==> src/rtl/serial_addsub_pkg.sv <==
// ============================================================================
// Module      : serial_addsub_pkg
// Description : Shared encodings for the bit-serial adder/subtractor:
//               FSM state values and operation select codes.
// Revision    : 1.0 - initial release
// ============================================================================
`default_nettype none

package serial_addsub_pkg;

   localparam logic [1:0] ST_IDLE  = 2'd0;
   localparam logic [1:0] ST_SHIFT = 2'd1;
   localparam logic [1:0] ST_DONE  = 2'd2;

   localparam logic OP_ADD = 1'b0;
   localparam logic OP_SUB = 1'b1;

   typedef enum logic [1:0] {
      S_IDLE  = ST_IDLE,
      S_SHIFT = ST_SHIFT,
      S_DONE  = ST_DONE
   } state_t;

endpackage

`default_nettype wire

==> src/rtl/serial_addsub_fulladder.sv <==
// ============================================================================
// Module      : serial_addsub_fulladder
// Description : Single-bit full-adder cell; the only arithmetic element of
//               the bit-serial adder/subtractor.
// Revision    : 1.0 - initial release
// ============================================================================
`default_nettype none

module serial_addsub_fulladder (
   input  logic a,
   input  logic b,
   input  logic c_in,
   output logic sum,
   output logic c_out
);

   assign sum   = a ^ b ^ c_in;
   assign c_out = (a & b) | (c_in & (a ^ b));

endmodule

`default_nettype wire

==> src/rtl/serial_addsub.sv <==
// ============================================================================
// Module      : serial_addsub
// Description : Bit-serial two's-complement adder/subtractor. One result bit
//               per clock, LSB first, through one full-adder cell. Subtract
//               is a + ~b + 1 (carry flop preset to 1).
//               Optional macro SERIAL_ADDSUB_ZERO_FLAG_EN adds a registered
//               'zero' result flag.
// Revision    : 1.0 - initial release
// ============================================================================
`default_nettype none

module serial_addsub
   import serial_addsub_pkg::*;
#(
   parameter int WIDTH = 8
) (
   input  logic             clk,
   input  logic             rst_n,
   input  logic             start,
   input  logic             op_sub,
   input  logic [WIDTH-1:0] a,
   input  logic [WIDTH-1:0] b,
   output logic             busy,
   output logic             done,
   output logic [WIDTH-1:0] result,
   output logic             c_out,
   output logic             overflow
`ifdef SERIAL_ADDSUB_ZERO_FLAG_EN
   ,
   output logic             zero
`endif
);

   localparam int CW = (WIDTH > 1) ? $clog2(WIDTH) : 1;
   localparam logic [CW-1:0] LAST_BIT = CW'(WIDTH - 1);

   state_t          state, state_nxt;
   logic [WIDTH-1:0] opa_sr, opb_sr;
   logic             carry;
   logic [CW-1:0]    count;
   logic             cell_sum, cell_cout;
   logic             accept, last_bit;

   assign accept   = (state == S_IDLE) && start;
   assign last_bit = (state == S_SHIFT) && (count == LAST_BIT);

   assign busy = (state == S_SHIFT);
   assign done = (state == S_DONE);

   serial_addsub_fulladder u_cell (
      .a     (opa_sr[0]),
      .b     (opb_sr[0]),
      .c_in  (carry),
      .sum   (cell_sum),
      .c_out (cell_cout)
   );

   // State register
   always_ff @(posedge clk or negedge rst_n) begin
      if (!rst_n) state <= S_IDLE;
      else        state <= state_nxt;
   end

   // Next-state logic: IDLE -> SHIFT on start, SHIFT for WIDTH bits, one DONE cycle
   always_comb begin
      state_nxt = state;
      case (state)
         S_IDLE:  if (start)    state_nxt = S_SHIFT;
         S_SHIFT: if (last_bit) state_nxt = S_DONE;
         S_DONE:                state_nxt = S_IDLE;
         default:               state_nxt = S_IDLE;
      endcase
   end

   // Datapath: operand load on accepted start, one bit per cycle in SHIFT
   always_ff @(posedge clk or negedge rst_n) begin
      if (!rst_n) begin
         opa_sr   <= '0;
         opb_sr   <= '0;
         carry    <= 1'b0;
         count    <= '0;
         result   <= '0;
         c_out    <= 1'b0;
         overflow <= 1'b0;
      end else if (accept) begin
         opa_sr   <= a;
         opb_sr   <= (op_sub == OP_SUB) ? ~b : b;
         carry    <= op_sub;
         count    <= '0;
         result   <= '0;
         c_out    <= 1'b0;
         overflow <= 1'b0;
      end else if (state == S_SHIFT) begin
         opa_sr <= opa_sr >> 1;
         opb_sr <= opb_sr >> 1;
         result <= {cell_sum, result[WIDTH-1:1]};
         carry  <= cell_cout;
         count  <= count + CW'(1);
         if (last_bit) begin
            c_out    <= cell_cout;
            overflow <= carry ^ cell_cout;
         end
      end
   end

`ifdef SERIAL_ADDSUB_ZERO_FLAG_EN
   logic sum_acc;

   // Zero flag: OR-accumulate sum bits, publish the inverse on the MSB cycle
   always_ff @(posedge clk or negedge rst_n) begin
      if (!rst_n) begin
         sum_acc <= 1'b0;
         zero    <= 1'b0;
      end else if (accept) begin
         sum_acc <= 1'b0;
         zero    <= 1'b0;
      end else if (state == S_SHIFT) begin
         sum_acc <= sum_acc | cell_sum;
         if (last_bit) zero <= ~(sum_acc | cell_sum);
      end
   end
`endif

endmodule

`default_nettype wire
==> config.mk <==
export PLATFORM = sky130hd
export DESIGN_NAME = serial_addsub
export DESIGN_NICKNAME = d
export VERILOG_FILES = /design/src/rtl/serial_addsub_pkg.sv /design/src/rtl/serial_addsub_fulladder.sv /design/src/rtl/serial_addsub.sv
export SDC_FILE = /design/constraint.sdc
export NUM_CORES = 1
export LEC_CHECK = 0
export CAP_MARGIN = 25
export CORE_MARGIN = 1
export CORE_UTILIZATION = 53
export CTS_BUF_LIST = sky130_fd_sc_hd__clkbuf_16
export DETAILED_ROUTE_END_ITERATION = 8
export PLACE_DENSITY = 0.81
export SLEW_MARGIN = 20
export SYNTH_ARGS = -nofsm -noshare
export SYNTH_HDL_FRONTEND = slang
export SYNTH_SLANG_ARGS = --single-unit
==> constraint.sdc <==
create_clock -name clk -period 2.55 [get_ports clk]
set_input_delay 0.3825 -clock clk [delete_from_list [all_inputs] [get_ports clk]]
set_output_delay 0.3825 -clock clk [all_outputs]
set_load 0.01 [all_outputs]
**The clock network**

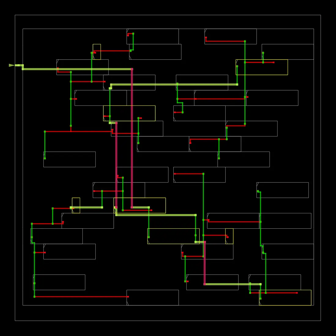
clock buffers: 5
Num CTS Buffers: 5

**Drive-strength map**

Scale: 4 px per um.
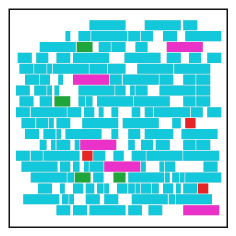
[_6 and larger] magenta | cells: 5 | share: 3.2%
[_3 and _4 cells] red | cells: 3 | share: 1.9%
[_0 and _1 cells] cyan | cells: 143 | share: 92%
[_2 cells] green | cells: 4 | share: 2.6%
post-route cell area: 0.00188 mm^2
P&R area growth vs syn: 30.8%

**Cell classes on the final placement**

Scale: 8 px per um.
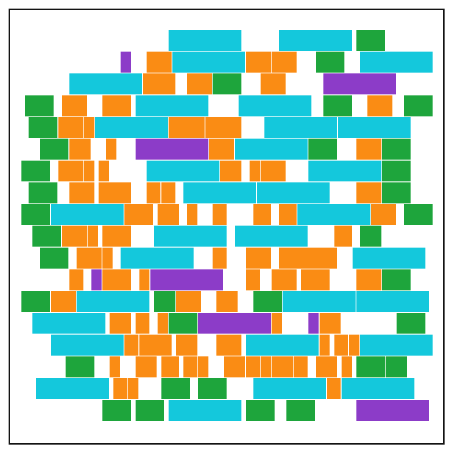
[combinational and other logic] orange | cells: 81
[clock drivers and dummy loads] purple | cells: 8
[other buffers and delay cells] green | cells: 34
[flops] cyan | cells: 32
Seq area share: 42.5%
core footprint: 0.00252 mm^2
Util after Layout: 74.7%
Std-Cell Rows: 18

**Wiring heat map**

Scale: 6 px per um. The die is cut into 11 by 11 equal tiles; dark purple is low, yellow is high, scaled to the fullest tile. Values are wire area over tile area, all layers added.
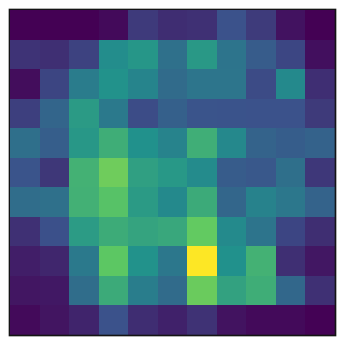
fullest tile: 0.47
tiles over half the peak: 25%
mean over tiles: 0.16
Total GRT Usage: 24.0%
DR vias: 1078
wire length per cell: 15.2 um
final wirelength: 2820 um

**Met3 routing**

Scale: 6 px per um.
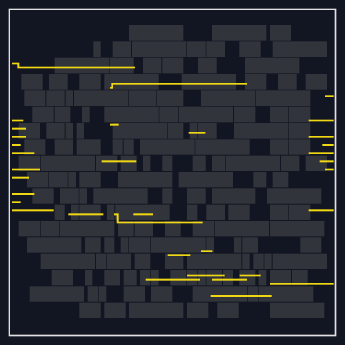
share of all routed wire: 6.3%
main direction: horizontal
grt met3 use: 9.32%

==> results.cfg <==
; yosys + openroad results
[global_route]
grt_pass1_wl_um = 4690
grt_overflow_total = 0
met1_usage_pct = 28.6
gr-usage-met2_pct = 35.8
grt_pass1_vias = 1038
busiest_layer = met2
antenna_found_initial = 0
grt_max_degree = 33

[sta]
min_period_ns = 2.19
clock_skew_ns = 0.00246
clock.fmax_mhz = 456
relSlewSlack_pct = 59.2
hold_ws_ns = 0.489
finalCritPeriodShare_pct = 86.0
tns_ns = 0
rsz0062_at_grt = no
slew_violations = 0
setup_viol = 0
worst_pin_slew_ns = 0.610
hold_viol = 0

[floorplan]
chipHeight_um = 54.1
die_w_um = 54.1
floorplan.initialDensity_pct = 57.1
dieArea_mm2 = 0.00293
io_pins = 32

[power]
peakVddDrop_v = 0.000852
p_total_mw = 2.13
p_leak_nw = 0.819
power.density_mw_per_mm2 = 1130

[clock_network]
cts_setup_buffers = 0
cts_max_level = 2
clk_latency_ns = 0.27
cts.path.max_buffers = 2
cts_hold_buf = 0
clk_pin_slew_ns = 0.05
cts_sinks = 32
ctsResizeCount = 0
clockRootBuffer = clkbuf_16
cts_tree = done

[synthesis]
ys.flops = 32
yosys-stat-area_mm2 = 0.00144
fp_nets = 147
ys_types = 27
largest_area_cell = dfrtp_1
ys_cells = 124
synth.top_cell.area_share_pct = 55.6
synth_dominant_cell_count = dfrtp_1
synthCells = 124
syn_area_per_cell_um2 = 11.6
postSynthSeqShare_pct = 55.6
synthTopCellsByArea = dfrtp_1 56%, a22o_1 6.7%, xnor2_1 4.9%
ys_top_cells_by_count = 32 x dfrtp_1, 11 x a22o_1, 11 x nand2_1
ys_warn_count = 0
synthArstFlopShare_pct = 100
synth-edff-count = 0
syn_area_mm2 = 0.00144
synth-main-ff-cell = dfrtp_1

[setup_path]
cp_data_required_time_ns = 2.17
timing.rr.end = overflow
r2r-start = state[0]
r2r_cells = 3
critPathKind = flop to output port
cp-end-kind = output port
reg2reg_slack_ns = 0.83
worstPathArrival_ns = 1.81
cp_max_fo = 20
start_kind = flop

[layout]
n_fill_cell = 174
drive_above_1_share_pct = 7.74
diodes = 0
fin_nets = 177
lay_top_count = dfrtp_1
logic_area_um2 = 572
seq_area_um2 = 801
top_regs = opa_sr x8, opb_sr x8, result x8
final_cell_mix = 32 x dfrtp_1, 31 x clkdlybuf4s50_1, 11 x a22o_1, 11 x nand2_1, 9 x o21ai_0

[route]
ant_nets = 0
route.detailed.drc = 0
via_per_inst = 5.83
drt_iter0_markers = 20
dr.pass1.iters = 4

[place]
gp_congestion = 0.763
placed_area_mm2 = 0.00175
port_buffers = 31

[worst_hold_path]
hp-class = flop to flop
min_path_cells = 2
worstHoldEndpoint = opa_sr[4]
hold_start = opa_sr[4]

[job]
cap_viol_max_count = 0
warning_count = 26

[run_status]
outcome = complete, no violations
## worst max-delay path: stages, from the launching register on
cell and delay (ns):
dfrtp_1 0.72, nor2b_1 0.25, clkdlybuf4s50_1 0.57
## stage by stage
step / instances / worst slack (ns)
2_1_floorplan: 124 / 1.09
3_3_place_gp: 177 / 0.702
3_5_place_dp: 177 / 0.626
4_1_cts: 185 / 0.325
5_1_grt: 185 / 0.254
6_report: 185 / 0.356
## cell type report
type,instances,area share [%]
Sequential cell,32,42.5
Clock inverter,3,0.598
Clock buffer,5,6.64
Multi-Input combinational cell,80,30.4
Timing Repair Buffer,34,17.7
Inverter,1,0.199
Tap cell,30,1.99
## logic make-up after synthesis
| kind of cell | count (synthesis) | synth area share [%] |
|---|---|---|
| buffers and inverters | 12 | 4.95 |
| AND/OR/NAND/NOR | 26 | 8.43 |
| AND-OR/OR-AND | 41 | 21.6 |
| XOR/XNOR | 9 | 5.47 |
| adder cells (fa/ha/maj) | 3 | 3.13 |
| multiplexers | 1 | 0.782 |
| flip-flops | 32 | 55.6 |
## layer usage
layer | share of wire, % | up-vias | wire [um]
li1 | - | 505 | -
met1 | 43 | 523 | 1220
met2 | 48 | 42 | 1350
met3 | 6.3 | 8 | 176
met4 | 2.4 | 0 | 67
met5 | 0 | - | 0
## worst max-delay path by stage
stage / start / end / slack, ns / cells past startpoint
2_1_floorplan: carry / overflow / 1.09 / 3
3_3_place_gp: state[0] / busy / 0.70 / 2
5_1_grt: state[0] / busy / 0.25 / 2
4_1_cts: state[0] / busy / 0.32 / 2
6_report: state[0] / busy / 0.36 / 2
3_5_place_dp: state[0] / busy / 0.63 / 2
## report_power, final
group	total, mW	internal, mW	switching [mW]
sequential	0.870	0.706	0.164
combinational	0.720	0.409	0.311
clock	0.542	0.350	0.193
